===== src/rtl/div_pkg.sv =====
// Shared types and defaults for the divider job arbiter: FSM encoding and
// default datapath/watchdog sizing.
package div_pkg;

    localparam int DIV_W       = 4;
    localparam int DIV_TIMEOUT = 64;
    localparam int DIV_TW      = 7;

    typedef enum logic [2:0] {
        ST_IDLE  = 3'd0,
        ST_ISSUE = 3'd1,
        ST_WAIT  = 3'd2,
        ST_RESP  = 3'd3,
        ST_FLUSH = 3'd4
    } div_state_e;

    // Requester ID of the peer in a two-way arbitration.
    function automatic logic other_id(input logic id);
        return ~id;
    endfunction

endpackage


===== src/rtl/div_job_arbiter_if.sv =====
// Bundle of requester, response and CU_DP signals around div_job_arbiter.
// The slave modport is the arbiter's view; master is the surrounding system.
interface div_job_arbiter_if import div_pkg::*; #(parameter int W = DIV_W);

    logic         req0;
    logic [W-1:0] x0;
    logic [W-1:0] y0;
    logic         req1;
    logic [W-1:0] x1;
    logic [W-1:0] y1;

    logic         rsp_valid0;
    logic         rsp_valid1;
    logic [W-1:0] rsp_q;
    logic [W-1:0] rsp_r;
    logic         rsp_err;
    logic         rsp_timeout;
    logic         busy;

    logic         div_go;
    logic         div_rst;
    logic [W-1:0] div_x;
    logic [W-1:0] div_y;
    logic         div_done;
    logic         div_err;
    logic [W-1:0] div_q;
    logic [W-1:0] div_r;

    modport slave (
        input  req0, x0, y0, req1, x1, y1,
        input  div_done, div_err, div_q, div_r,
        output rsp_valid0, rsp_valid1, rsp_q, rsp_r, rsp_err, rsp_timeout, busy,
        output div_go, div_rst, div_x, div_y
    );

    modport master (
        output req0, x0, y0, req1, x1, y1,
        output div_done, div_err, div_q, div_r,
        input  rsp_valid0, rsp_valid1, rsp_q, rsp_r, rsp_err, rsp_timeout, busy,
        input  div_go, div_rst, div_x, div_y
    );

endinterface


===== src/rtl/rr_arb2.sv =====
// Combinational two-way round-robin grant: a lone requester wins outright,
// a tie goes to the requester that was not served last.
module rr_arb2 import div_pkg::*; (
    input  logic req0,
    input  logic req1,
    input  logic last_id,
    output logic gnt_valid,
    output logic gnt_id
);

    // Pick the winner from the request pair and the last-served ID.
    always_comb begin
        gnt_valid = req0 | req1;
        gnt_id    = 1'b0;
        case ({req1, req0})
            2'b01:   gnt_id = 1'b0;
            2'b10:   gnt_id = 1'b1;
            2'b11:   gnt_id = other_id(last_id);
            default: gnt_id = 1'b0;
        endcase
    end

endmodule


===== src/rtl/div_job_arbiter.sv =====
// Shares one CU_DP divider between two requesters: grants round-robin, issues a
// go pulse, waits for a done rising edge or watchdog expiry, and returns results.
module div_job_arbiter import div_pkg::*; #(
    parameter int W              = DIV_W,
    parameter int TIMEOUT_CYCLES = DIV_TIMEOUT,
    parameter int TW             = DIV_TW
) (
    input  logic              clk,
    input  logic              rst,
    div_job_arbiter_if.slave  bus
);

    localparam logic [TW-1:0] WD_LAST = TW'(TIMEOUT_CYCLES - 1);

    div_state_e    state_r;
    logic          cur_id_r;
    logic          last_id_r;
    logic          done_q_r;
    logic [TW-1:0] wdog_r;
    logic [W-1:0]  x_r;
    logic [W-1:0]  y_r;
    logic          go_r;
    logic          drst_r;
    logic [W-1:0]  q_r;
    logic [W-1:0]  r_r;
    logic          err_r;
    logic          timeout_r;
    logic          valid0_r;
    logic          valid1_r;
    logic          busy_r;

    logic          gnt_valid_s;
    logic          gnt_id_s;

    rr_arb2 u_arb (
        .req0      (bus.req0),
        .req1      (bus.req1),
        .last_id   (last_id_r),
        .gnt_valid (gnt_valid_s),
        .gnt_id    (gnt_id_s)
    );

    // Job sequencer; every output is a register updated alongside the state.
    always_ff @(posedge clk or posedge rst) begin
        if (rst) begin
            state_r   <= ST_IDLE;
            cur_id_r  <= 1'b0;
            last_id_r <= 1'b1;
            done_q_r  <= 1'b0;
            wdog_r    <= '0;
            x_r       <= '0;
            y_r       <= '0;
            go_r      <= 1'b0;
            drst_r    <= 1'b0;
            q_r       <= '0;
            r_r       <= '0;
            err_r     <= 1'b0;
            timeout_r <= 1'b0;
            valid0_r  <= 1'b0;
            valid1_r  <= 1'b0;
            busy_r    <= 1'b0;
        end else begin
            done_q_r <= bus.div_done;
            case (state_r)
                ST_IDLE: begin
                    if (gnt_valid_s) begin
                        cur_id_r <= gnt_id_s;
                        x_r      <= gnt_id_s ? bus.x1 : bus.x0;
                        y_r      <= gnt_id_s ? bus.y1 : bus.y0;
                        go_r     <= 1'b1;
                        busy_r   <= 1'b1;
                        done_q_r <= 1'b0;
                        state_r  <= ST_ISSUE;
                    end else begin
                        state_r  <= ST_IDLE;
                    end
                end
                ST_ISSUE: begin
                    go_r    <= 1'b0;
                    wdog_r  <= '0;
                    state_r <= ST_WAIT;
                end
                ST_WAIT: begin
                    // Only a fresh rising edge counts; a done held over from
                    // the previous job is already reflected in done_q_r.
                    if (bus.div_done && !done_q_r) begin
                        q_r       <= bus.div_q;
                        r_r       <= bus.div_r;
                        err_r     <= bus.div_err;
                        timeout_r <= 1'b0;
                        valid0_r  <= ~cur_id_r;
                        valid1_r  <= cur_id_r;
                        state_r   <= ST_RESP;
                    end else if (wdog_r == WD_LAST) begin
                        q_r       <= '0;
                        r_r       <= '0;
                        err_r     <= 1'b1;
                        timeout_r <= 1'b1;
                        drst_r    <= 1'b1;
                        state_r   <= ST_FLUSH;
                    end else begin
                        wdog_r    <= wdog_r + TW'(1);
                    end
                end
                ST_FLUSH: begin
                    drst_r   <= 1'b0;
                    valid0_r <= ~cur_id_r;
                    valid1_r <= cur_id_r;
                    state_r  <= ST_RESP;
                end
                ST_RESP: begin
                    valid0_r  <= 1'b0;
                    valid1_r  <= 1'b0;
                    last_id_r <= cur_id_r;
                    busy_r    <= 1'b0;
                    state_r   <= ST_IDLE;
                end
                default: begin
                    go_r     <= 1'b0;
                    drst_r   <= 1'b0;
                    valid0_r <= 1'b0;
                    valid1_r <= 1'b0;
                    busy_r   <= 1'b0;
                    state_r  <= ST_IDLE;
                end
            endcase
        end
    end

    assign bus.rsp_valid0  = valid0_r;
    assign bus.rsp_valid1  = valid1_r;
    assign bus.rsp_q       = q_r;
    assign bus.rsp_r       = r_r;
    assign bus.rsp_err     = err_r;
    assign bus.rsp_timeout = timeout_r;
    assign bus.busy        = busy_r;
    assign bus.div_go      = go_r;
    assign bus.div_rst     = drst_r;
    assign bus.div_x       = x_r;
    assign bus.div_y       = y_r;

endmodule


===== src/flat_wrapper.sv =====
// flat-port wrapper written by rule: the top's interface ports become plain ports
module div_job_arbiter_flat import div_pkg::*;
#(
    parameter int W              = DIV_W,
    parameter int TIMEOUT_CYCLES = DIV_TIMEOUT,
    parameter int TW             = DIV_TW
)
  (clk, rst, bus_req0, bus_x0, bus_y0, bus_req1, bus_x1, bus_y1, bus_div_done, bus_div_err, bus_div_q, bus_div_r, bus_rsp_valid0, bus_rsp_valid1, bus_rsp_q, bus_rsp_r, bus_rsp_err, bus_rsp_timeout, bus_busy, bus_div_go, bus_div_rst, bus_div_x, bus_div_y);
  div_job_arbiter_if #(.W(W)) bus_i ();
  input  logic clk;
  input  logic rst;
  input wire logic [$bits(bus_i.req0)-1:0] bus_req0;
  input wire logic [$bits(bus_i.x0)-1:0] bus_x0;
  input wire logic [$bits(bus_i.y0)-1:0] bus_y0;
  input wire logic [$bits(bus_i.req1)-1:0] bus_req1;
  input wire logic [$bits(bus_i.x1)-1:0] bus_x1;
  input wire logic [$bits(bus_i.y1)-1:0] bus_y1;
  input wire logic [$bits(bus_i.div_done)-1:0] bus_div_done;
  input wire logic [$bits(bus_i.div_err)-1:0] bus_div_err;
  input wire logic [$bits(bus_i.div_q)-1:0] bus_div_q;
  input wire logic [$bits(bus_i.div_r)-1:0] bus_div_r;
  output wire logic [$bits(bus_i.rsp_valid0)-1:0] bus_rsp_valid0;
  output wire logic [$bits(bus_i.rsp_valid1)-1:0] bus_rsp_valid1;
  output wire logic [$bits(bus_i.rsp_q)-1:0] bus_rsp_q;
  output wire logic [$bits(bus_i.rsp_r)-1:0] bus_rsp_r;
  output wire logic [$bits(bus_i.rsp_err)-1:0] bus_rsp_err;
  output wire logic [$bits(bus_i.rsp_timeout)-1:0] bus_rsp_timeout;
  output wire logic [$bits(bus_i.busy)-1:0] bus_busy;
  output wire logic [$bits(bus_i.div_go)-1:0] bus_div_go;
  output wire logic [$bits(bus_i.div_rst)-1:0] bus_div_rst;
  output wire logic [$bits(bus_i.div_x)-1:0] bus_div_x;
  output wire logic [$bits(bus_i.div_y)-1:0] bus_div_y;
  assign bus_i.req0 = bus_req0;
  assign bus_i.x0 = bus_x0;
  assign bus_i.y0 = bus_y0;
  assign bus_i.req1 = bus_req1;
  assign bus_i.x1 = bus_x1;
  assign bus_i.y1 = bus_y1;
  assign bus_i.div_done = bus_div_done;
  assign bus_i.div_err = bus_div_err;
  assign bus_i.div_q = bus_div_q;
  assign bus_i.div_r = bus_div_r;
  assign bus_rsp_valid0 = bus_i.rsp_valid0;
  assign bus_rsp_valid1 = bus_i.rsp_valid1;
  assign bus_rsp_q = bus_i.rsp_q;
  assign bus_rsp_r = bus_i.rsp_r;
  assign bus_rsp_err = bus_i.rsp_err;
  assign bus_rsp_timeout = bus_i.rsp_timeout;
  assign bus_busy = bus_i.busy;
  assign bus_div_go = bus_i.div_go;
  assign bus_div_rst = bus_i.div_rst;
  assign bus_div_x = bus_i.div_x;
  assign bus_div_y = bus_i.div_y;
  div_job_arbiter #(.W(W), .TIMEOUT_CYCLES(TIMEOUT_CYCLES), .TW(TW)) u_core (.clk(clk), .rst(rst), .bus(bus_i));
endmodule

===== config.mk =====
export PLATFORM = sky130hd
export DESIGN_NAME = div_job_arbiter_flat
export DESIGN_NICKNAME = d
export VERILOG_FILES = /design/src/rtl/div_pkg.sv /design/src/rtl/div_job_arbiter_if.sv /design/src/rtl/rr_arb2.sv /design/src/rtl/div_job_arbiter.sv /design/src/flat_wrapper.sv
export SDC_FILE = /design/constraint.sdc
export NUM_CORES = 1
export LEC_CHECK = 0
export CORE_ASPECT_RATIO = 1.2
export CORE_MARGIN = 1
export CORE_UTILIZATION = 47
export CTS_BUF_LIST = sky130_fd_sc_hd__clkbuf_4
export CTS_CLUSTER_DIAMETER = 150
export DETAILED_ROUTE_END_ITERATION = 8
export PLACE_DENSITY = 0.92
export RECOVER_POWER = 25
export SLEW_MARGIN = 20
export SYNTH_ARGS = -nofsm -noshare
export SYNTH_HDL_FRONTEND = slang
export SYNTH_SLANG_ARGS = --single-unit

===== constraint.sdc =====
create_clock -name clk -period 2.2 [get_ports clk]
set_input_delay 0.44 -clock clk [delete_from_list [all_inputs] [get_ports clk]]
set_output_delay 0.44 -clock clk [all_outputs]
set_load 0.01 [all_outputs]

Figure 1. Signal metal coverage by tile.
Scale bar: 20 µm. The die is cut into 11 by 13 equal tiles; dark purple is low, yellow is high, scaled to the fullest tile. Values are wire area over tile area, all layers added.
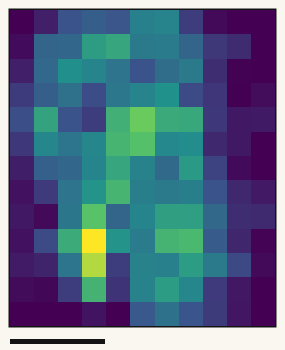
mean over tiles	0.15
tiles over half the peak	18%
nearly empty tiles	12%
emptiest ninth of the die	upper right
densest ninth of the die	center
total wire length after detailed routing: 3550 µm
Avg WL per Cell: 14.2 µm
overall fraction of global-route tracks in use: 20.6%

Figure 2. Cells by drive strength.
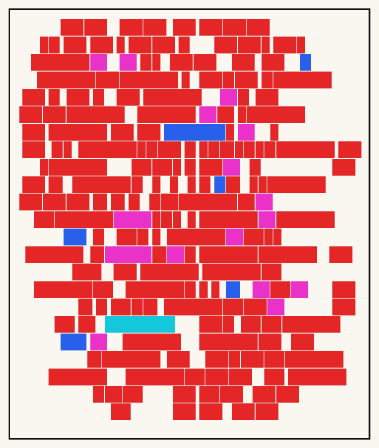
color	size	cells
cyan	drive 6 and up	1
red	drive 1 or less	190
magenta	drive 3 to 4	16
blue	drive 2	6
non-clock buffer instance count of the final layout: 61
Area growth, synth to finish: 40.9%

==> notes.md <==
Flow results follow.

The flow ran to the end, and the final reports show no timing, DRC or antenna violations. The main area contributors are sky130_fd_sc_hd__dfrtp_1 (54%), sky130_fd_sc_hd__a22o_1 (5.4%), sky130_fd_sc_hd__mux2i_1 (4.9%). The smallest clock period supported by the final layout is computed as 2020 ps. For this run the detailed placement stage logged an HPWL of ~2700 µm. The largest power group is combinational logic.

The biggest area contributor in the post-synthesis netlist is sky130_fd_sc_hd__dfrtp_1. The endpoint identified for the worst register-to-register timing path is u_core.bus.rsp_r[1]. The xor-xnor portion of the synthesized cell area is less than 1%. The layout has 6 clock buffers. The utilization after layout is between 60% and 70%. In this run the register-to-register setup slack is roughly 180 ps. Recorded from the global router log, the overflow total was 0. The worst setup path is launched from a flip-flop. Data on the critical path arrives at its endpoint at between 2000 and 2500 ps.

The highest-utilization routing layer at the global route stage is met2. The number of ports placed on the die boundary is ~53. The post-synthesis area per instance is 10.9 µm². The cell type of the slowest stage on the worst timing path is sky130_fd_sc_hd__a21oi_1. The pre-antenna-repair detailed-routing pass consisted of 4 iterations. The detailed router used layers up to and including met4. Setup repair after global routing left no endpoint under its margin.

The congestion estimate from routability-driven global placement came to between 0.8 and 0.9. The area after detailed placement is 0.00223 mm². Of the total synthesized cell area, the portion taken by AND, OR, NAND and NOR gates is 14.4%. The maximum buffer depth of the clock tree is 2.

The final layout reports a setup TNS of 0 ps. The number of CTS-inserted buffers is 5. The antenna diode instance count is 0. The leading cell type by number of instances after synthesis is sky130_fd_sc_hd__dfrtp_1. The portion of synthesized cell area occupied by the leading cell type is a little over half. The count of pins over their slew limit is 0. In this build the clock could be raised as far as 0.495 GHz.

Buffers outside the clock tree occupy between 20 and 30% of the routed design's cell area. According to the floorplan report, the placeable core area is 0.00334 mm². At the floorplan stage, the core utilization is reported as between 40% and 50%. The post-synthesis cell count is 150. The OpenROAD warning count is 26.
Power and IR drop assume default switching activity.
